## config.mk

```make
export PLATFORM = sky130hd
export DESIGN_NAME = mch_pulse_sender
export DESIGN_NICKNAME = d
export VERILOG_FILES = /design/src/rtl/xdom_pkg.sv /design/src/rtl/mch_pulse_sender_chan.sv /design/src/rtl/mch_pulse_sender.sv
export SDC_FILE = /design/constraint.sdc
export NUM_CORES = 1
export LEC_CHECK = 0
export CORE_ASPECT_RATIO = 0.8
export CORE_UTILIZATION = 35
export DETAILED_ROUTE_END_ITERATION = 7
export MAX_ROUTING_LAYER = met4
export PLACE_DENSITY = 0.6
export SLEW_MARGIN = 10
export SYNTH_ARGS = -nofsm -noshare
export SYNTH_HDL_FRONTEND = slang
export SYNTH_HIERARCHICAL = 1
export SYNTH_SLANG_ARGS = --single-unit
```

## constraint.sdc

```tcl
create_clock -name odom_clk_i -period 3.3 [get_ports odom_clk_i]
set_input_delay 0.66 -clock odom_clk_i [delete_from_list [all_inputs] [get_ports odom_clk_i]]
set_output_delay 0.66 -clock odom_clk_i [all_outputs]
set_load 0.005 [all_outputs]
```

## src/rtl/xdom_pkg.sv

```systemverilog
// Shared definitions for the cross-domain pulse sender: channel FSM
// encodings and the pending-count width helper.
package xdom_pkg;

  typedef enum logic [1:0] {
    ST_IDLE = 2'd0,
    ST_REQ  = 2'd1,
    ST_REL  = 2'd2
  } chan_state_t;

  // Width of a counter that holds 0..depth, never narrower than one bit.
  function automatic int pend_width(input int depth);
    int w;
    w = 1;
    while ((1 << w) < (depth + 1)) w++;
    return w;
  endfunction

endpackage

```

## src/rtl/mch_pulse_sender_chan.sv

```systemverilog
// One pulse channel: ack synchroniser, four-phase request FSM, pending
// pulse counter and sticky overflow flag.
module mch_pulse_sender_chan
  import xdom_pkg::*;
#(
  parameter  int DEPTH       = 3,
  parameter  int SYNC_STAGES = 2,
  localparam int PW          = pend_width(DEPTH)
) (
  input  logic          clk,
  input  logic          rst,
  input  logic          pulse,
  input  logic          err_clr,
  input  logic          ack,
  output logic          req,
  output logic          busy,
  output logic          err,
  output logic [PW-1:0] pend
);

  localparam logic [PW-1:0] PEND_MAX = PW'(DEPTH);

  logic [SYNC_STAGES-1:0] sync_q;
  logic                   ack_s;
  chan_state_t            state;
  chan_state_t            state_nxt;
  logic [PW-1:0]          pend_nxt;
  logic                   take;
  logic                   use_pend;
  logic                   queue_pulse;
  logic                   overflow;

  // Shift the far-side acknowledge through the synchroniser chain.
  always_ff @(posedge clk or posedge rst) begin
    if (rst) sync_q <= '0;
    else     sync_q <= {sync_q[SYNC_STAGES-2:0], ack};
  end

  assign ack_s = sync_q[SYNC_STAGES-1];

  // Next-state, queue bookkeeping and overflow decode.
  // A transition into REQ consumes one queued pulse if any exist; otherwise
  // it consumes this cycle's pulse. A pulse arriving while a queued one is
  // consumed simply takes its slot, so it can never overflow.
  always_comb begin
    state_nxt = state;
    take      = 1'b0;
    case (state)
      ST_IDLE: begin
        if ((pulse || (pend != '0)) && !ack_s) begin
          state_nxt = ST_REQ;
          take      = 1'b1;
        end
      end
      ST_REQ: begin
        if (ack_s) state_nxt = ST_REL;
      end
      ST_REL: begin
        if (!ack_s) begin
          if (pulse || (pend != '0)) begin
            state_nxt = ST_REQ;
            take      = 1'b1;
          end else begin
            state_nxt = ST_IDLE;
          end
        end
      end
      default: state_nxt = ST_IDLE;
    endcase

    use_pend    = take && (pend != '0);
    queue_pulse = pulse && !(take && (pend == '0));
    overflow    = queue_pulse && !use_pend && (pend == PEND_MAX);

    pend_nxt = pend;
    if (queue_pulse && !use_pend && !overflow) pend_nxt = pend + 1'b1;
    else if (use_pend && !queue_pulse)         pend_nxt = pend - 1'b1;
  end

  // Channel FSM with registered request, busy, pending count and error flag.
  always_ff @(posedge clk or posedge rst) begin
    if (rst) begin
      state <= ST_IDLE;
      req   <= 1'b0;
      busy  <= 1'b0;
      err   <= 1'b0;
      pend  <= '0;
    end else begin
      state <= state_nxt;
      req   <= (state_nxt == ST_REQ);
      busy  <= (state_nxt != ST_IDLE) || (pend_nxt != '0);
      err   <= (err & ~err_clr) | overflow;
      pend  <= pend_nxt;
    end
  end

endmodule

```

## src/rtl/mch_pulse_sender.sv

```systemverilog
// Multi-channel pulse sender: NCH independent four-phase handshake channels
// carrying single-cycle pulses towards a far clock domain.
module mch_pulse_sender
  import xdom_pkg::*;
#(
  parameter  int NCH         = 4,
  parameter  int DEPTH       = 3,
  parameter  int SYNC_STAGES = 2,
  localparam int PW          = pend_width(DEPTH)
) (
  input  logic              odom_clk_i,
  input  logic              grst_i,
  input  logic [NCH-1:0]    odom_pulse_i,
  input  logic [NCH-1:0]    err_clr_i,
  output logic [NCH-1:0]    xdom_req_o,
  input  logic [NCH-1:0]    xdom_ack_i,
  output logic [NCH-1:0]    busy_o,
  output logic [NCH-1:0]    err_o,
  output logic [NCH*PW-1:0] pend_o
);

  for (genvar c = 0; c < NCH; c++) begin : g_chan
    mch_pulse_sender_chan #(
      .DEPTH      (DEPTH),
      .SYNC_STAGES(SYNC_STAGES)
    ) u_chan (
      .clk    (odom_clk_i),
      .rst    (grst_i),
      .pulse  (odom_pulse_i[c]),
      .err_clr(err_clr_i[c]),
      .ack    (xdom_ack_i[c]),
      .req    (xdom_req_o[c]),
      .busy   (busy_o[c]),
      .err    (err_o[c]),
      .pend   (pend_o[c*PW +: PW])
    );
  end

endmodule

```

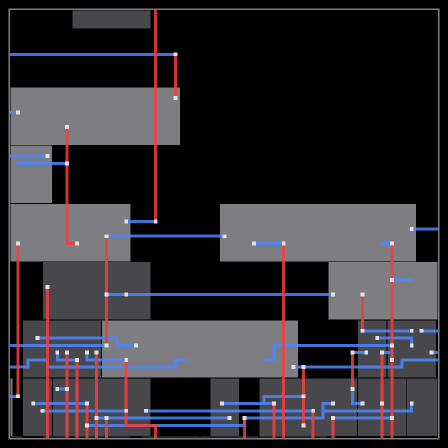
**Above:** close-up of the layout.
Window x 50 to 70, y 38 to 58 microns. Cells in gray, sequential cells in the stronger gray; small squares are vias.
Key: M1 = blue; M2 = red
Most frequent: dfrtp_1 (5), inv_1 (3), ha_1 (2). 14 logic cells have their middle in the window. Netlist names of flops here include `g_chan.u_chan/busy` (2), `g_chan.u_chan/err` (2). Sequential cells in the window: 5.

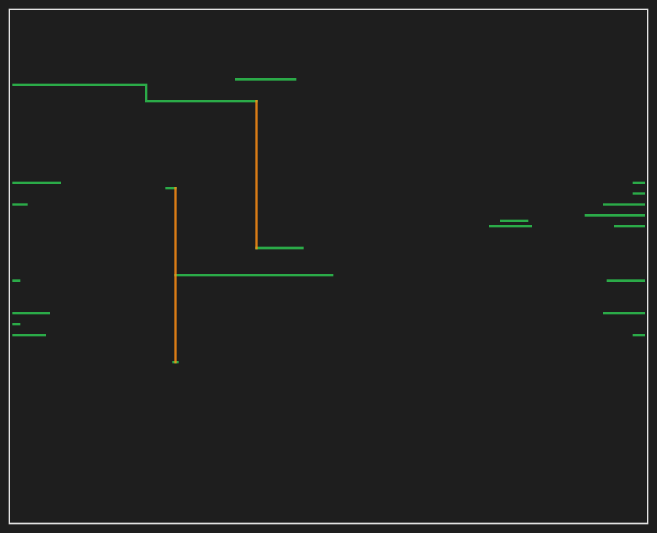
**Above:** metal layers overlaid.
(8 px per micron) Only two layers are drawn.
Key: M4 = orange [wire length 40.1 microns]; M3 = green [wire length 121 microns]

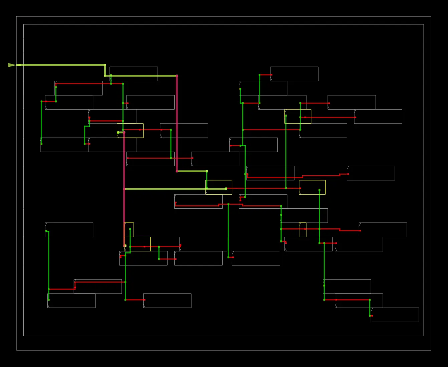
**Above:** clock routing.
count of clock-net buffers in the final layout: 6
clock sink total: 36
flip-flops: 36
total CTS buffers: 5

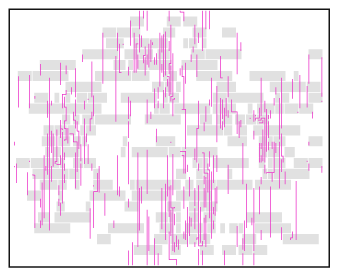
**Above:** the metal 2 layer.
(4 px per micron)
The layer holds 49% of the routed length. The layer carries 1480 microns of wire. The longest straight run is 38.1 microns.
Via Count: 1224
met2 Usage GRT: 22.4%
wirelength, routed: 3040 microns

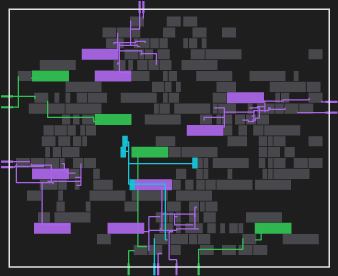
**Above:** I/O nets highlighted.
(4 px per micron)
Key: `pend_o` = purple [bits 8, direction output, end cells 8, buffers 8, wire 283 microns]; `grst_i` = cyan [bits 1, direction input, end cells 4, buffers 1, wire 60.1 microns]; `xdom_ack_i` = green [bits 4, direction input, end cells 4, buffers 4, wire 87.9 microns]
number of top-level pins: 34
Port Buffer Count: 33

[cell usage after synthesis (all sizes together), types with 8 or more instances]
master  count
dfrtp      36
ha          8
inv        20
nand2b      8
nor2       20
o21ai       8
[area by class of cell]
type | count | area [sq um] | share of cell area [%]
Multi-Input combinational cell | 100 | 711 | 32.8
Inverter | 20 | 75.1 | 3.46
Clock inverter | 1 | 5.00 | 0.231
Clock buffer | 6 | 72.6 | 3.34
Tap cell | 60 | 75.1 | 3.46
Sequential cell | 36 | 901 | 41.5
Timing Repair Buffer | 33 | 330 | 15.2
[power breakdown]
group          internal [mW]  total [mW]  switching [mW]
clock                  0.143       0.284           0.141
sequential             0.566       0.687           0.121
combinational          0.425       0.739           0.314
[registers in the layout, summed over array words and instances, names as in the netlist]
signal	count
g_chan.u_chan/sync_q	8
g_chan.u_chan/pend	8
g_chan.u_chan/state	8
g_chan.u_chan/err	4
g_chan.u_chan/busy	4
g_chan.u_chan/req	4
[per-stage QoR]
| step | setup slack [ns] | hold slack (ns) |
|---|---|---|
| 2_1_floorplan | 1.61 | 0.331 |
| 3_3_place_gp | 1.04 | 0.333 |
| 3_5_place_dp | 0.941 | 0.336 |
| 4_1_cts | 1.25 | 0.353 |
| 5_1_grt | 1.09 | 0.371 |
| 6_report | 1.23 | 0.351 |
[per-layer routing]
| layer | share of wire, % | GRT usage [%] | vias up |
|---|---|---|---|
| met5 | 0 | - | - |
| met4 | 1.3 | 6.14 | 0 |
| met3 | 4.0 | 4.29 | 5 |
| met2 | 49 | 22.4 | 24 |
| met1 | 46 | 17.8 | 583 |
| li1 | - | - | 612 |
==> report_table.html <==
<!-- implementation run metrics -->
<table>
<tr><th>Metric</th><th>Value</th></tr>
<tr><th colspan="2">Status</th></tr>
<tr><td>Run status</td><td>completed</td></tr>
<tr><th colspan="2">STA</th></tr>
<tr><td>Relative slew slack</td><td>between 50% and 60%</td></tr>
<tr><td>Aggregate negative setup slack</td><td>0 ns</td></tr>
<tr><td>Max Freq</td><td>just under 0.5 GHz</td></tr>
<tr><td>Tmin final</td><td>2.07 ns</td></tr>
<tr><td>Worst-Margin Slew</td><td>0.652 ns</td></tr>
<tr><td>Final Cycle Share</td><td>between 60% and 70%</td></tr>
<tr><td>Count of endpoints failing setup in the final report</td><td>0</td></tr>
<tr><th colspan="2">Floorplan</th></tr>
<tr><td>Area of the core</td><td>4600 sq um</td></tr>
<tr><td>Site Rows</td><td>22</td></tr>
<tr><td>Die height</td><td>64.1 microns</td></tr>
<tr><td>Init Core Util</td><td>36.7%</td></tr>
<tr><td>Overall chip area</td><td>around 5100 sq um</td></tr>
<tr><td>Horizontal die size</td><td>79.6 microns</td></tr>
<tr><th colspan="2">Hold path</th></tr>
<tr><td>Source of the worst hold timing path</td><td>g_chan[3].u_chan/sync_q[0]</td></tr>
<tr><td>Depth of the worst hold-timing path</td><td>0</td></tr>
<tr><td>Min-Delay Path Class</td><td>reg -&gt; reg</td></tr>
<tr><td>Min-Delay Endpoint</td><td>g_chan[3].u_chan/sync_q[1]</td></tr>
<tr><th colspan="2">Yosys</th></tr>
<tr><td>Fa+ha+maj area frac</td><td>5.93%</td></tr>
<tr><td>Post-synth design cell area</td><td>1690 sq um</td></tr>
<tr><td>Mux cell area share</td><td>0%</td></tr>
<tr><td>Largest family of logic cells by area</td><td>simple AND/OR/NAND/NOR gates</td></tr>
<tr><td>Flip-flop and latch count after synthesis</td><td>36</td></tr>
<tr><td>Xor and xnor fraction of the mapped netlist area</td><td>4.15%</td></tr>
<tr><td>Count of flip-flops with a built-in enable after synthesis</td><td>0</td></tr>
<tr><td>And-or/or-and share of the synthesized area</td><td>approximately an eighth</td></tr>
<tr><td>Post-synthesis sequential area ratio</td><td>53.4%</td></tr>
<tr><td>Number of unique standard cell types used by synthesis</td><td>22</td></tr>
<tr><td>Top-area cell type share of the netlist area</td><td>53.4%</td></tr>
<tr><td>Total cell area reported by yosys after synthesis</td><td>1690 sq um</td></tr>
<tr><td>Cells in synth_stat.txt</td><td>156</td></tr>
<tr><td>Main area contributors</td><td>sky130_fd_sc_hd__dfrtp_1 (53%), sky130_fd_sc_hd__ha_1 (5.9%), sky130_fd_sc_hd__inv_1 (4.5%)</td></tr>
<tr><td>Post-synthesis average cell area</td><td>10.8 sq um</td></tr>
<tr><td>Synthesized net count</td><td>between 150 and 200</td></tr>
<tr><td>Number of instances in the synthesized netlist</td><td>156</td></tr>
<tr><td>Area leader, netlist</td><td>sky130_fd_sc_hd__dfrtp_1</td></tr>
<tr><th colspan="2">Critical path</th></tr>
<tr><td>Kind of start point of the critical path</td><td>input pin</td></tr>
<tr><td>Crit path cell chain</td><td>clkdlybuf4s50_1 -&gt; nor4_1 -&gt; nand2b_1 -&gt; o211ai_1 -&gt; a22o_1</td></tr>
<tr><td>Highest cell delay on the worst timing path</td><td>between 0.6 and 0.7 ns</td></tr>
<tr><td>Origin of the worst setup path</td><td>odom_pulse_i[1]</td></tr>
<tr><td>Startpoint of the worst register-to-register path</td><td>g_chan[1].u_chan/pend[0]</td></tr>
<tr><td>Crit Path Category</td><td>in -&gt; reg</td></tr>
<tr><td>Data required, critical path</td><td>between 3 and 4 ns</td></tr>
<tr><td>Critical path destination</td><td>g_chan[1].u_chan/busy</td></tr>
<tr><td>Crit-path max FO</td><td>5</td></tr>
<tr><td>Crit path DAT</td><td>2.24 ns</td></tr>
<tr><td>Cell at the slowest stage of the critical path</td><td>sky130_fd_sc_hd__nor4_1</td></tr>
<tr><td>Reg-to-reg critical path endpoint</td><td>g_chan[1].u_chan/busy</td></tr>
<tr><td>Number of cells on the worst reg-to-reg path</td><td>6</td></tr>
<tr><td>Category of the worst setup path capture point</td><td>flop</td></tr>
<tr><th colspan="2">Clocking</th></tr>
<tr><td>Post-CTS repair timing setup buffer count</td><td>0</td></tr>
<tr><td>Insertion delay at the late pin of the worst-skew pair</td><td>0.28 ns</td></tr>
<tr><td>Post-CTS resize count</td><td>0</td></tr>
<tr><td>Number of buffers on the longest clock path</td><td>2</td></tr>
<tr><td>CTS hold repair buffers</td><td>0</td></tr>
<tr><td>CTS tree</td><td>yes</td></tr>
<tr><th colspan="2">Placement</th></tr>
<tr><td>Detailed placement HPWL</td><td>about 2300 microns</td></tr>
<tr><td>Cell Area, Placed</td><td>~2100 sq um</td></tr>
<tr><td>Placer's final routability congestion estimate</td><td>0.781</td></tr>
<tr><th colspan="2">Finish</th></tr>
<tr><td>Fraction of layout instances using a drive strength above 1</td><td>11.2%</td></tr>
<tr><td>Diode count</td><td>0</td></tr>
<tr><td>Final non-filler cell area</td><td>2170 sq um</td></tr>
<tr><td>Area added between synthesis and finish</td><td>28.6%</td></tr>
<tr><td>Number of inserted filler cells in the final layout</td><td>425</td></tr>
<tr><td>Number of nets at the end of the flow</td><td>218</td></tr>
<tr><td>Top Layout Cells</td><td>sky130_fd_sc_hd__dfrtp_1 (36), sky130_fd_sc_hd__clkdlybuf4s50_1 (33), sky130_fd_sc_hd__inv_1 (20), sky130_fd_sc_hd__nor2_1 (16)</td></tr>
<tr><td>Post-Layout Cell Count</td><td>256</td></tr>
<tr><td>Most frequently placed logic cell in the final layout</td><td>sky130_fd_sc_hd__dfrtp_1</td></tr>
<tr><th colspan="2">Global route</th></tr>
<tr><td>First-pass GRT wire length</td><td>5440 microns</td></tr>
<tr><td>Maximum number of pins on one net before global-route repair</td><td>11</td></tr>
<tr><td>Final global-route overflow total</td><td>0</td></tr>
<tr><td>Initial antenna violation count</td><td>0</td></tr>
<tr><th colspan="2">Route</th></tr>
<tr><td>Post-route DRC</td><td>0</td></tr>
<tr><td>Average wire per standard cell</td><td>11.9 microns</td></tr>
<tr><td>Average vias per placed instance</td><td>4.78</td></tr>
<tr><td>Final antenna-violating net count</td><td>0</td></tr>
<tr><th colspan="2">Run</th></tr>
<tr><td>Total number of warnings across the stage logs</td><td>30</td></tr>
<tr><td>Max-capacitance violation count</td><td>0</td></tr>
<tr><th colspan="2">Power</th></tr>
<tr><td>Leakage power summed over all cells</td><td>0.935 nW</td></tr>
<tr><td>Worst vdd rail ir drop</td><td>322 uV</td></tr>
<tr><td>PwrDens</td><td>789 nW/um^2</td></tr>
<tr><td>Tot Pwr</td><td>roughly 1.7 mW</td></tr>
</table>
No activity file was given, so power comes from the tool's default toggle rates.
